### config.mk
export PLATFORM = sky130hd
export DESIGN_NAME = line_follow_ctrl
export DESIGN_NICKNAME = d
export VERILOG_FILES = /design/src/rtl/line_follow_ctrl_pkg.sv /design/src/rtl/line_follow_ctrl_debounce.sv /design/src/rtl/line_follow_ctrl.sv
export SDC_FILE = /design/constraint.sdc
export NUM_CORES = 1
export LEC_CHECK = 0
export CORE_UTILIZATION = 55
export DETAILED_ROUTE_END_ITERATION = 12
export GPL_TIMING_DRIVEN = 1
export PLACE_DENSITY_LB_ADDON = 0.08
export REMOVE_ABC_BUFFERS = 1
export SLEW_MARGIN = 10
export SYNTH_ARGS = -nofsm -noshare
export SYNTH_HDL_FRONTEND = slang
export SYNTH_SLANG_ARGS = --single-unit
### constraint.sdc
create_clock -name clk -period 4 [get_ports clk]
set_input_delay 0.8 -clock clk [delete_from_list [all_inputs] [get_ports clk]]
set_output_delay 0.8 -clock clk [all_outputs]
set_load 0.005 [all_outputs]
### src/rtl/line_follow_ctrl_pkg.sv
// +--------------------------------------------------------------------------+
// | lf_pkg: shared types and pattern constants for the line-follower control |
// | Revision: 1.0                                                            |
// +--------------------------------------------------------------------------+
`default_nettype none

package lf_pkg;

  typedef enum logic [1:0] {
    STOP = 2'b00,
    FWD  = 2'b01,
    REV  = 2'b10
  } motor_cmd_t;

  typedef enum logic [2:0] {
    IDLE   = 3'd0,
    FOLLOW = 3'd1,
    CROSS  = 3'd2,
    TURN   = 3'd3,
    SEEK   = 3'd4,
    LOST   = 3'd5
  } state_t;

  typedef enum logic [1:0] {
    STRAIGHT = 2'b00,
    LEFT     = 2'b01,
    RIGHT    = 2'b10,
    HALT     = 2'b11
  } turn_t;

  localparam logic [2:0] PAT_CENTER = 3'b010;
  localparam logic [2:0] PAT_ALL    = 3'b111;
  localparam logic [2:0] PAT_NONE   = 3'b000;

  function automatic logic [7:0] sat_inc8(input logic [7:0] v);
    return (v == 8'hFF) ? v : v + 8'd1;
  endfunction

endpackage

`default_nettype wire

### src/rtl/line_follow_ctrl_debounce.sv
// +--------------------------------------------------------------------------+
// | sensor_debounce: accepts a new 3-bit sensor pattern once it is stable    |
// | Revision: 1.0                                                            |
// +--------------------------------------------------------------------------+
`default_nettype none

module sensor_debounce
  import lf_pkg::*;
#(
  parameter int DEBOUNCE_CYC = 4
) (
  input  logic       clk,
  input  logic       reset_n,
  input  logic [2:0] raw,
  output logic [2:0] pat
);

  localparam int DW = (DEBOUNCE_CYC < 2) ? 1 : $clog2(DEBOUNCE_CYC + 1);

  logic [2:0]    pat_q;
  logic [2:0]    last_q;
  logic [DW-1:0] run_q;
  logic [DW-1:0] run_d;

  // Run length including the current sample; a changed raw value restarts at one.
  always_comb begin
    run_d = DW'(1);
    if (raw == last_q) begin
      run_d = run_q + 1'b1;
    end
  end

  always_ff @(posedge clk or negedge reset_n) begin
    if (!reset_n) begin
      pat_q  <= PAT_CENTER;
      last_q <= PAT_CENTER;
      run_q  <= '0;
    end else begin
      last_q <= raw;
      if (raw == pat_q) begin
        run_q <= '0;
      end else if (run_d >= DW'(DEBOUNCE_CYC)) begin
        pat_q <= raw;
        run_q <= '0;
      end else begin
        run_q <= run_d;
      end
    end
  end

  assign pat = pat_q;

endmodule

`default_nettype wire

### src/rtl/line_follow_ctrl.sv
// +--------------------------------------------------------------------------+
// | line_follow_ctrl: debounced sensor FSM driving per-motor direction cmds  |
// | Revision: 1.0                                                            |
// +--------------------------------------------------------------------------+
`default_nettype none

module line_follow_ctrl
  import lf_pkg::*;
#(
  parameter int DEBOUNCE_CYC = 4,
  parameter int TURN_CYC     = 20,
  parameter int LOST_CYC     = 50,
  parameter int CNT_W        = 8
) (
  input  logic       clk,
  input  logic       reset_n,
  input  logic       start,
  input  logic       stop,
  input  logic       sens_l,
  input  logic       sens_m,
  input  logic       sens_r,
  input  logic [1:0] turn_sel,
  output logic [1:0] motor_l,
  output logic [1:0] motor_r,
  output logic [2:0] state_o,
  output logic [7:0] crossing_cnt,
  output logic       lost
);

  localparam logic [CNT_W-1:0] TURN_LAST = CNT_W'(TURN_CYC - 1);
  localparam logic [CNT_W-1:0] LOST_LAST = CNT_W'(LOST_CYC - 1);

  logic [2:0]       pat;
  state_t           state_q;
  turn_t            dir_q;
  logic [CNT_W-1:0] tmr_q;
  logic [7:0]       xcnt_q;
  logic [7:0]       xcnt_d;
  motor_cmd_t       mot_l;
  motor_cmd_t       mot_r;

  sensor_debounce #(
    .DEBOUNCE_CYC(DEBOUNCE_CYC)
  ) u_debounce (
    .clk    (clk),
    .reset_n(reset_n),
    .raw    ({sens_l, sens_m, sens_r}),
    .pat    (pat)
  );

  assign xcnt_d = sat_inc8(xcnt_q);

  // tmr_q is shared: no-line run in FOLLOW, spin time in TURN, search time in SEEK.
  always_ff @(posedge clk or negedge reset_n) begin
    if (!reset_n) begin
      state_q <= IDLE;
      dir_q   <= STRAIGHT;
      tmr_q   <= '0;
      xcnt_q  <= '0;
    end else if (stop) begin
      state_q <= IDLE;
    end else begin
      case (state_q)
        IDLE: begin
          if (start) begin
            xcnt_q  <= '0;
            tmr_q   <= '0;
            state_q <= FOLLOW;
          end
        end
        FOLLOW: begin
          if (pat == PAT_ALL) begin
            xcnt_q  <= xcnt_d;
            dir_q   <= turn_t'(turn_sel);
            tmr_q   <= '0;
            state_q <= CROSS;
          end else if (pat == PAT_NONE) begin
            if (tmr_q == LOST_LAST) begin
              tmr_q   <= '0;
              state_q <= LOST;
            end else begin
              tmr_q <= tmr_q + 1'b1;
            end
          end else begin
            tmr_q <= '0;
          end
        end
        CROSS: begin
          if (pat != PAT_ALL) begin
            tmr_q <= '0;
            case (dir_q)
              STRAIGHT: state_q <= FOLLOW;
              HALT:     state_q <= IDLE;
              default:  state_q <= TURN;
            endcase
          end
        end
        TURN: begin
          if (tmr_q == TURN_LAST) begin
            tmr_q   <= '0;
            state_q <= SEEK;
          end else begin
            tmr_q <= tmr_q + 1'b1;
          end
        end
        SEEK: begin
          if (pat[1]) begin
            tmr_q   <= '0;
            state_q <= FOLLOW;
          end else if (tmr_q == LOST_LAST) begin
            tmr_q   <= '0;
            state_q <= LOST;
          end else begin
            tmr_q <= tmr_q + 1'b1;
          end
        end
        LOST: begin
          if (start) begin
            xcnt_q  <= '0;
            tmr_q   <= '0;
            state_q <= FOLLOW;
          end
        end
        default: state_q <= IDLE;
      endcase
    end
  end

  always_comb begin
    mot_l = STOP;
    mot_r = STOP;
    case (state_q)
      FOLLOW: begin
        case (pat)
          3'b010, 3'b101, 3'b111: begin mot_l = FWD;  mot_r = FWD;  end
          3'b110, 3'b100:         begin mot_l = STOP; mot_r = FWD;  end
          3'b011, 3'b001:         begin mot_l = FWD;  mot_r = STOP; end
          default:                begin mot_l = STOP; mot_r = STOP; end
        endcase
      end
      CROSS: begin
        mot_l = FWD;
        mot_r = FWD;
      end
      TURN, SEEK: begin
        if (dir_q == LEFT) begin
          mot_l = REV;
          mot_r = FWD;
        end else if (dir_q == RIGHT) begin
          mot_l = FWD;
          mot_r = REV;
        end
      end
      default: begin
        mot_l = STOP;
        mot_r = STOP;
      end
    endcase
  end

  assign motor_l      = mot_l;
  assign motor_r      = mot_r;
  assign state_o      = state_q;
  assign crossing_cnt = xcnt_q;
  assign lost         = (state_q == LOST);

endmodule

`default_nettype wire

### Sequential cells colored by netlist name

Scale bar: 20 um.
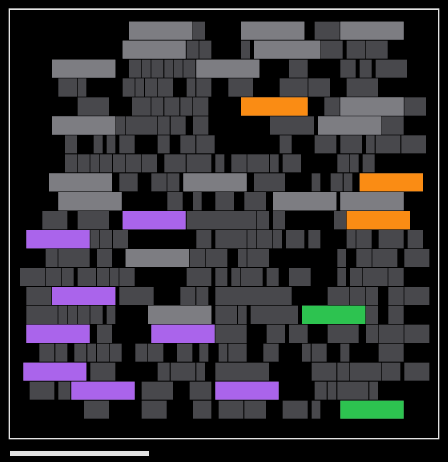
`u_debounce.pat` -> orange  # placed flops 3
`dir_q` -> green  # placed flops 2
`crossing_cnt` -> purple  # placed flops 8
not colored = 17

### Wire density map

The die is cut into 12 by 12 equal tiles; dark purple is low, yellow is high, scaled to the fullest tile. Values are wire area over tile area, all layers added.
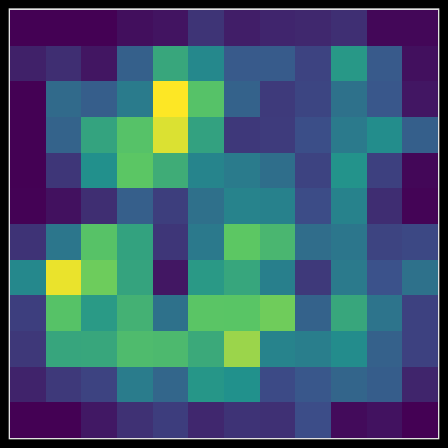
fullest tile = 0.56
nearly empty tiles = 9.7%
emptiest ninth of the die = top left
tiles over half the peak = 24%
mean over tiles = 0.19
routed via count: 1691
WL/cell: 15.7 um

### The clock network

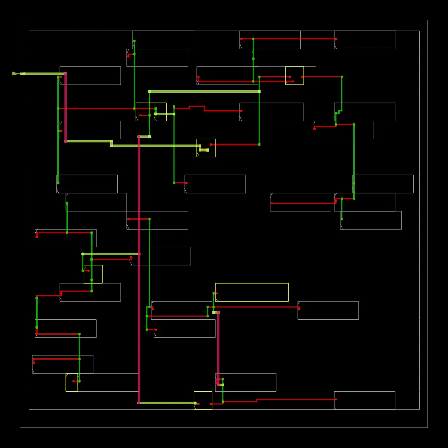
TritonCTS Buffers: 5
clock buffer count: 5
Seq cells: 30

### Cell density map

Scale bar: 20 um. The die is cut into 6 by 6 equal tiles; dark purple is low, yellow is high, 0 to 100% covered.
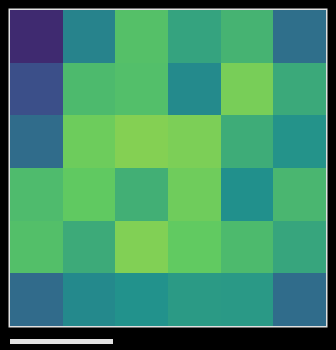
fullest tile = 81%
emptiest ninth of the die = top left
tiles over 75% full = 22%
densest ninth of the die = middle
mean over tiles = 59%
utilization after layout: 0.677
Initial Util: 0.578
Core Box Area: 3360 um^2

### Metal layers overlaid

Only two layers are drawn.
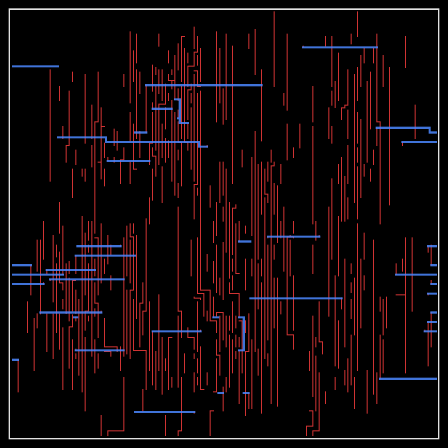
met3 -> blue  # wire length 216 um
met2 -> red  # wire length 2140 um
GR Util All Layers: 0.259
Post-Route WL: 4.41 mm

==> results_slide.txt <==
Synthesis and Place & Route Summary

Synthesis
  – # Cells Yosys: 208
  – Post-synth EDFFs: 0
  – Sequential area share after synthesis: 0.387
  – Synthesized instance count: approximately 210
  – Mean post-synth cell area: 9.35 um^2
  – Ys flop type: dfrtp_1

Hold path
  – Hold Path Class: reg2reg

Route
  – ANT nets after route: 0
  – Initial DRT Pass Iterations: 4
  – Post-DR vias/cell: between 6 and 7

Floorplanning
  – Die Wd: 61.5 um
  – Die Area: approximately 3800 um^2

Finish
  – Fin area: 2280 um^2
  – Nets@finish: between 200 and 300
  – Flop area: 753 um^2
  – Most frequent cells in the layout: 28 x dfrtp_1, 24 x clkdlybuf4s50_1, 23 x nand2_1
  – Cell Count, Final, Fillers Out: 281
  – # diodes: 0

Pwr
  – PD cells: 513 nW/um^2
  – Max IR drop VDD: 0.000352 V
  – Switch Pwr: 0.462 mW
  – Leakage power of the design: 0.930 nW

Clock tree
  – CTS tree: done
  – Clock Pin Slew Worst Setup and Hold Paths: 0.10 ns
  – Number of hold buffers added after cts: 0
  – Clk latency late pin: 0.35 ns
  – Number of clock sinks: 30
  – Clk root buf: clkbuf_4

STA
  – Final setup vio count: 0
  – Fmax: ~0.33 GHz
  – Max-slew violation count: 0
  – RSZ-0062 raised after global routing: false

Placement
  – DP Area: between 2000 and 2500 um^2
  – GP Congestion: 0.899
  – Post-DP HPWL: 3.00 mm

Worst setup path
  – R2r setup slk: 1.87 ns
  – WP data required: 3.20 ns
  – Endpoint class of the critical path: primary output
  – Crit-path max FO: 17

Outcome
  – Status: finished, final reports clean
[sequential cells by signal, indices dropped and copies added (netlist names)]
register           count
crossing_cnt           8
dir_q                  2
state_o                3
tmr_q                  8
u_debounce.last_q      3
u_debounce.pat         3
u_debounce.run_q       3
[layout make-up]
type	count	share of cell area
clock buffer	5	0.0165
clock inverter	3	0.0176
multi-input combinational	166	0.491
tap	46	0.0253
inverter	6	0.00989
timing repair buffer	25	0.109
sequential	30	0.331
[path summary, 6_finish.rpt]
check | startpoint | to | cells past startpoint
max | state_o[1] | motor_l[0] | 5
min | u_debounce.run_q[0] | u_debounce.run_q[0] | 1
max reg2reg | state_o[2] | tmr_q[6] | 5
min reg2reg | u_debounce.run_q[0] | u_debounce.run_q[0] | 1
max in group asynchronous | reset_n | u_debounce.pat[1] | 2
min in group asynchronous | reset_n | dir_q[0] | 2
[critical path, stage by stage, from the launching register on]
cell	delay, ns
dfrtp_1	0.60
nand2b_1	0.34
nor2_1	0.17
a21oi_1	0.06
o22ai_1	0.17
clkdlybuf4s50_1	0.52
[logic make-up after synthesis]
| group | after synthesis | synth area share |
|---|---|---|
| adder cells (fa/ha/maj) | 7 | 0.0450 |
| buffers and inverters | 12 | 0.0373 |
| XOR/XNOR | 7 | 0.0315 |
| flip-flops | 30 | 0.387 |
| other | 1 | 0.00193 |
| multiplexers | 1 | 0.00579 |
| AND/OR/NAND/NOR | 86 | 0.260 |
| AND-OR/OR-AND | 64 | 0.231 |
[through the flow]
stage	worst slack, ns	power (mW)	util
after detailed placement	1.38	0.919	0.654
after floorplan	2.01	0.762	-
after global placement	1.42	0.904	0.654
after global routing	0.741	1.26	0.677
final	0.994	1.17	0.677
after CTS	0.964	1.17	0.677
[cells in the mapped netlist, types with 2 or more instances]
cell       count  area share
o21ai_1       10       0.026
a221oi_1       2      0.0090
nand2_1       23       0.044
dfstp_2        2       0.027
xor2_1         3       0.014
nor2_1        10       0.019
a31oi_1        3      0.0097
dfrtp_1       28        0.36
nor2b_1        6       0.019
o31ai_2        3       0.019
nand3_1        6       0.015
and2_1         6       0.019
nor3_1         3      0.0077
and3_1         6       0.019
o2bb2ai_1      2      0.0090
ha_1           7       0.045
o21ai_0       13       0.033
o22ai_1        2      0.0064
a41oi_1        2      0.0090
nand2b_1       4       0.013
o21bai_1       3       0.012
a21oi_1       15       0.039
buf_6          3       0.017
nor4_1         6       0.019
xnor2_1        4       0.018
inv_1          6       0.012
[power groups by stage]
stage / clock (mW) / sequential [mW] / combinational, mW
after floorplan: 0 / 0.454 / 0.308
after global placement: 0 / 0.471 / 0.432
after detailed placement: 0 / 0.476 / 0.443
after CTS: 0.254 / 0.472 / 0.447
after global routing: 0.268 / 0.488 / 0.503
final: 0.249 / 0.474 / 0.447
[metal layers]
layer | part of all wire | vias to the layer above | track usage
met5 | 0 | - | 0
met4 | 0.021 | 0 | 0.102
met2 | 0.49 | 51 | 0.432
li1 | - | 807 | -
met3 | 0.049 | 12 | 0.0693
met1 | 0.44 | 821 | 0.321
Power is estimated from default activity; no workload was simulated.
